**src/rtl/timer_pkg.sv**
```systemverilog
// Shared types and defaults for the timer preset path.
package timer_pkg;

    typedef logic [3:0] bcd_t;

    localparam logic [23:0] TIMER_DIGIT_MAX    = 24'h595999;
    localparam int          TIMER_REPEAT_DELAY = 50_000_000;
    localparam int          TIMER_REPEAT_RATE  = 10_000_000;

endpackage

```
**src/rtl/button_press_gen.sv**
```systemverilog
// Active-low button conditioning: 2-flop synchroniser, history flop for
// press detection, and a hold-to-repeat counter.
module button_press_gen #(
    parameter int REPEAT_DELAY = 50_000_000,
    parameter int REPEAT_RATE  = 10_000_000,
    parameter bit REPEAT_EN    = 1'b1
) (
    input  logic clk,
    input  logic rst,
    input  logic btn,
    input  logic hold_ok,
    output logic held,
    output logic press,
    output logic rpt
);

    localparam int CMAX = (REPEAT_DELAY > REPEAT_RATE) ? REPEAT_DELAY : REPEAT_RATE;
    localparam int CW   = $clog2(CMAX + 1);
    localparam logic [CW-1:0] DELAY_C = CW'(REPEAT_DELAY);
    localparam logic [CW-1:0] RATE_C  = CW'(REPEAT_RATE);
    localparam logic [CW-1:0] ONE_C   = CW'(1);
    localparam bit RPT_ON = REPEAT_EN && (REPEAT_DELAY != 0);

    logic          sync_a;
    logic          sync_b;
    logic          hist;
    logic [CW-1:0] cnt;
    logic          rate_phase;

    assign held  = ~sync_b;
    assign press = hist & ~sync_b;

    // cnt holds cycles since the last press or repeat; zero means idle.
    always_comb begin
        rpt = 1'b0;
        if (RPT_ON && held && hold_ok && (cnt != '0))
            rpt = rate_phase ? (cnt == RATE_C) : (cnt == DELAY_C);
    end

    always_ff @(posedge clk or negedge rst) begin
        if (!rst) begin
            sync_a     <= 1'b1;
            sync_b     <= 1'b1;
            hist       <= 1'b1;
            cnt        <= '0;
            rate_phase <= 1'b0;
        end else begin
            sync_a <= btn;
            sync_b <= sync_a;
            hist   <= sync_b;
            if (!RPT_ON || !held || !hold_ok) begin
                cnt        <= '0;
                rate_phase <= 1'b0;
            end else if (press) begin
                cnt        <= ONE_C;
                rate_phase <= 1'b0;
            end else if (rpt) begin
                cnt        <= ONE_C;
                rate_phase <= 1'b1;
            end else if (cnt != '0) begin
                cnt <= cnt + ONE_C;
            end
        end
    end

endmodule

```
**src/rtl/bcd_field_editor.sv**
```systemverilog
// Multi-digit BCD preset editor: cursor, inc/dec with optional ripple
// carry/borrow, hold-to-repeat, clamped parallel load and edit enable.
module bcd_field_editor
    import timer_pkg::*;
#(
    parameter int                    N_DIGITS     = 6,
    parameter logic [4*N_DIGITS-1:0] DIGIT_MAX    = (4*N_DIGITS)'(TIMER_DIGIT_MAX),
    parameter int                    REPEAT_DELAY = TIMER_REPEAT_DELAY,
    parameter int                    REPEAT_RATE  = TIMER_REPEAT_RATE
) (
    input  logic                    clk,
    input  logic                    rst,
    input  logic                    en,
    input  logic                    sel,
    input  logic                    inc,
    input  logic                    dec,
    input  logic                    carry_mode,
    input  logic                    load,
    input  logic [4*N_DIGITS-1:0]   load_val,
    output logic [N_DIGITS-1:0]     digit_sel,
    output logic [4*N_DIGITS-1:0]   digits,
    output logic                    changed
);

    localparam int IW = (N_DIGITS > 1) ? $clog2(N_DIGITS) : 1;
    localparam logic [IW-1:0] MSD   = IW'(N_DIGITS - 1);
    localparam logic [IW-1:0] ONE_I = IW'(1);

    logic                  sel_press, inc_press, dec_press;
    logic                  inc_held, dec_held, inc_rpt, dec_rpt;
    logic                  sel_held_unused, sel_rpt_unused;
    logic                  hold_ok, inc_step, dec_step, sel_step;
    logic [IW-1:0]         cur_q;
    logic [4*N_DIGITS-1:0] digits_q, step_val, load_clamp;
    logic                  ripple;
    bcd_t                  cur_d, max_d, new_d, ld_d;

    // Holding both step buttons suppresses repeats on both.
    assign hold_ok  = en & ~(inc_held & dec_held);
    assign inc_step = en & (inc_press | inc_rpt);
    assign dec_step = en & (dec_press | dec_rpt);
    assign sel_step = en & sel_press;

    button_press_gen #(
        .REPEAT_DELAY(REPEAT_DELAY), .REPEAT_RATE(REPEAT_RATE), .REPEAT_EN(1'b0)
    ) u_sel (
        .clk(clk), .rst(rst), .btn(sel), .hold_ok(1'b0),
        .held(sel_held_unused), .press(sel_press), .rpt(sel_rpt_unused)
    );

    button_press_gen #(
        .REPEAT_DELAY(REPEAT_DELAY), .REPEAT_RATE(REPEAT_RATE), .REPEAT_EN(1'b1)
    ) u_inc (
        .clk(clk), .rst(rst), .btn(inc), .hold_ok(hold_ok),
        .held(inc_held), .press(inc_press), .rpt(inc_rpt)
    );

    button_press_gen #(
        .REPEAT_DELAY(REPEAT_DELAY), .REPEAT_RATE(REPEAT_RATE), .REPEAT_EN(1'b1)
    ) u_dec (
        .clk(clk), .rst(rst), .btn(dec), .hold_ok(hold_ok),
        .held(dec_held), .press(dec_press), .rpt(dec_rpt)
    );

    // The ripple starts at the cursor and only propagates past a digit that
    // wrapped, and only in carry mode.
    always_comb begin
        step_val = digits_q;
        ripple   = 1'b0;
        cur_d    = '0;
        max_d    = '0;
        new_d    = '0;
        for (int i = 0; i < N_DIGITS; i++) begin
            cur_d = digits_q[4*i +: 4];
            max_d = DIGIT_MAX[4*i +: 4];
            new_d = cur_d;
            if (cur_q == IW'(i))
                ripple = 1'b1;
            if (ripple) begin
                if (inc_step) begin
                    if (cur_d >= max_d) begin
                        new_d  = '0;
                        ripple = carry_mode;
                    end else begin
                        new_d  = cur_d + 4'd1;
                        ripple = 1'b0;
                    end
                end else begin
                    if (cur_d == '0) begin
                        new_d  = max_d;
                        ripple = carry_mode;
                    end else begin
                        new_d  = cur_d - 4'd1;
                        ripple = 1'b0;
                    end
                end
            end
            step_val[4*i +: 4] = new_d;
        end
    end

    always_comb begin
        load_clamp = '0;
        ld_d       = '0;
        for (int i = 0; i < N_DIGITS; i++) begin
            ld_d = load_val[4*i +: 4];
            load_clamp[4*i +: 4] = (ld_d > DIGIT_MAX[4*i +: 4]) ? DIGIT_MAX[4*i +: 4] : ld_d;
        end
    end

    always_comb begin
        digit_sel = '0;
        for (int i = 0; i < N_DIGITS; i++)
            digit_sel[i] = (cur_q == IW'(i));
    end

    always_ff @(posedge clk or negedge rst) begin
        if (!rst) begin
            digits_q <= '0;
            cur_q    <= MSD;
            changed  <= 1'b0;
        end else begin
            changed <= 1'b0;
            if (load) begin
                digits_q <= load_clamp;
                changed  <= 1'b1;
            end else begin
                if (inc_step ^ dec_step) begin
                    digits_q <= step_val;
                    changed  <= 1'b1;
                end
                if (sel_step)
                    cur_q <= (cur_q == '0) ? MSD : cur_q - ONE_I;
            end
        end
    end

    assign digits = digits_q;

endmodule

```
**config.mk**
```make
export PLATFORM = sky130hd
export DESIGN_NAME = bcd_field_editor
export DESIGN_NICKNAME = d
export VERILOG_FILES = /design/src/rtl/timer_pkg.sv /design/src/rtl/button_press_gen.sv /design/src/rtl/bcd_field_editor.sv
export SDC_FILE = /design/constraint.sdc
export NUM_CORES = 1
export LEC_CHECK = 0
export ABC_AREA = 1
export CORE_MARGIN = 2
export CORE_UTILIZATION = 60
export CTS_CLUSTER_DIAMETER = 150
export DETAILED_ROUTE_END_ITERATION = 6
export PLACE_DENSITY = 0.88
export SLEW_MARGIN = 20
export SYNTH_ARGS = -nofsm -noshare
export SYNTH_HDL_FRONTEND = slang
export SYNTH_SLANG_ARGS = --single-unit
export TNS_END_PERCENT = 100
```
**constraint.sdc**
```tcl
create_clock -name clk -period 5.8 [get_ports clk]
set_input_delay 1.16 -clock clk [delete_from_list [all_inputs] [get_ports clk]]
set_output_delay 1.16 -clock clk [all_outputs]
set_load 0.03 [all_outputs]
```
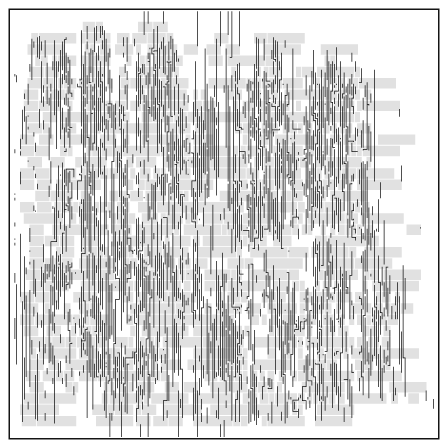
Run 1: the metal 2 layer
Cells faint in the background.
share of all routed wire: 50%
wire length on this layer: 7310 microns
nets with wire on the layer: 758
main direction: vertical
longest straight run: 34.8 microns

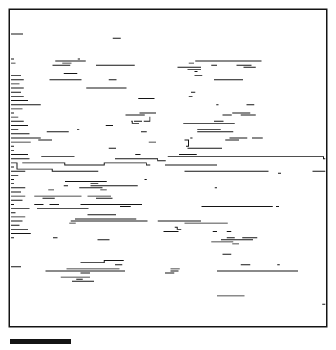
Run 1: met3 routing
Bar = 20 microns.
wire length on this layer: 999 microns
share of all routed wire: 6.8%
longest straight run: 50.8 microns
routing usage on met3: 3.90%
final wirelength: 14700 microns
total number of vias: 5606

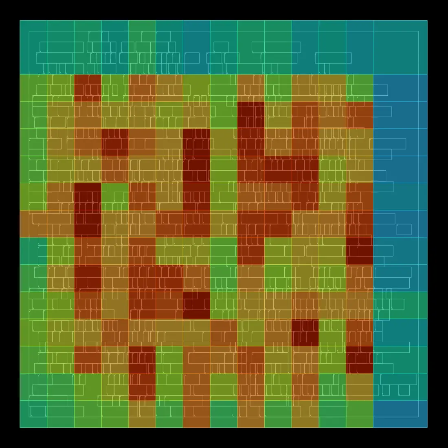
Run 1: congestion heat map
GRT Resource Usage Total: 29.4%
Util after Layout: 70.6%

==> out/qor.yml, run 1 <==
status:
  status: "finished, final reports clean"
place:
  place_area_sq_um: 6660
  gp_congestion: 0.894
worst_hold_path:
  whs_endpoint: "u_dec.sync_b"
  hp-start: "u_dec.sync_a"
  hp-class: "flip-flop to flip-flop"
route:
  top_layer: "met4"
  postRouteAntennaNets: 0
  route.detailed.drc: 0
  met2WireLength_microns: 7310
worst_setup_path:
  crit_family: "AND-OR/OR-AND gates"
  crit_type: "input port to flip-flop"
  r2r-start: "u_inc.cnt[0]"
  arrival_ps: 4070
  max_stage_delay_ps: 810
  crit_top_cell: "inv_2"
power:
  p_seq_mw: 0.877
  power.leakage_nw: 2.98
  pwr-share-comb_pct: 48.5
  p_comb_mw: 1.21
  internal-power_mw: 1.36
  peakVddDrop_mv: 0.300
  power_density_nw_per_um2: 365
  clk-power_mw: 0.405
yosys:
  logic_family: "simple AND/OR/NAND/NOR gates"
  ys_seq_share_pct: 38.6
  top_area_cell: "dfrtp_1"
  xor_area_share_pct: 3.84
  adder_share_pct: 5.07
  area_leaders: "dfrtp_1, nand2_1, inv_1, nor2_1, o21ai_0"
  async_flop_share_pct: 100
cts:
  clock_path_buffers: 2
  cts_htree_levels: 3
  postCtsSetupBuffers: 0
timing:
  worst_pin_slew_ps: 792
  setup_slack_ps: 2020
  rsz0062_at_grt: "no"
  post-route-period-util_pct: 65.2
global_routing:
  antenna_found_initial: 0
cells_and_area:
  final_cell_mix: "nand2_1, inv_1, nor2_1"
  syn2layout_area_growth_pct: 15.3
  largestClassByArea: "combinational gates"
  seq_area_sq_um: 2290
floorplan:
  chipArea_sq_um: 10700
  core_sq_um: 9680
  die-width_microns: 103
==> run 2: changes to the inputs <==
--- a/config.mk
+++ b/config.mk
@@ -7,10 +7,10 @@
 export LEC_CHECK = 0
 export ABC_AREA = 1
 export CORE_MARGIN = 2
-export CORE_UTILIZATION = 60
+export CORE_UTILIZATION = 58
 export CTS_CLUSTER_DIAMETER = 150
 export DETAILED_ROUTE_END_ITERATION = 6
-export PLACE_DENSITY = 0.88
+export PLACE_DENSITY = 0.85
 export SLEW_MARGIN = 20
 export SYNTH_ARGS = -nofsm -noshare
 export SYNTH_HDL_FRONTEND = slang
==> constraint.sdc (replaced) <==
create_clock -name clk -period 3.8 [get_ports clk]
set_input_delay 0.76 -clock clk [delete_from_list [all_inputs] [get_ports clk]]
set_output_delay 0.76 -clock clk [all_outputs]
set_load 0.03 [all_outputs]
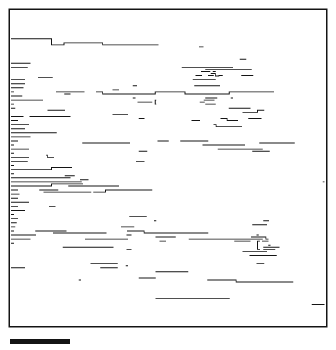
Run 2: met3 routing
Bar = 20 microns.
main direction: horizontal
nets with wire on the layer: 109
share of all routed wire: 6.4%
wire length on this layer: 928 microns
longest straight run: 24.4 microns
routing usage on met3: 6.61%
final wirelength: 14500 microns

==> run 2 against run 1 <==
Critical path depth down 10. Count of clock-buffer cells in the layout grew 2. Synthesized cell count unchanged. Clock power increased by 66%. Core utilization shrank 0.72 points. Non-clock buffer count increased by 5. Combinational power is about 50% higher. Global-route usage fell by 1.7 points. Die area up 3.3%. Worst hold slack got worse by 82 ps. Largest power group unchanged.
==> out/qor.yml, run 2 <==
timing:
  setup_slack_ps: 987
  worst_pin_slew_ps: 575
  post-route-period-util_pct: 74.0
floorplan:
  die-width_microns: 105
  core_sq_um: 9860
  chipArea_sq_um: 11000
  fp_util_pct: 60.1
power:
  power.share.switching_pct: 43.9
  power.leakage_nw: 3.02
  p_seq_mw: 1.35
  peakVddDrop_mv: 0.490
  pwr-share-comb_pct: 47.4
  p_comb_mw: 1.82
  clk-power_mw: 0.672
  internal-power_mw: 2.15
yosys:
  adder_share_pct: 5.07
  area_leaders: "dfrtp_1, nand2_1, inv_1, nor2_1, o21ai_0"
  ys_seq_share_pct: 38.6
  logic_family: "simple AND/OR/NAND/NOR gates"
  xor_area_share_pct: 3.84
  syn_area_per_cell_sq_um: 7.66
global_routing:
  grtUsageTotal_pct: 27.7
  antenna_found_initial: 0
worst_setup_path:
  crit_family: "buffers and inverters"
  arrival_ps: 2050
  r2r-start: "u_inc.cnt[0]"
  crit_type: "flip-flop to output port"
worst_hold_path:
  hp-class: "input port to async pin"
route:
  postRouteAntennaNets: 0
  route.detailed.drc: 0
  vias: 5543
  met2WireLength_microns: 7040
cells_and_area:
  largestClassByArea: "combinational gates"
  seq_area_sq_um: 2290
place:
  gp_congestion: 0.940
  place_area_sq_um: 6700
cts:
  clk_latency_ps: 380
  cts_htree_levels: 3
  clock_path_buffers: 2
status:
  status: "finished, final reports clean"
No activity file was given, so power comes from the tool's default toggle rates.
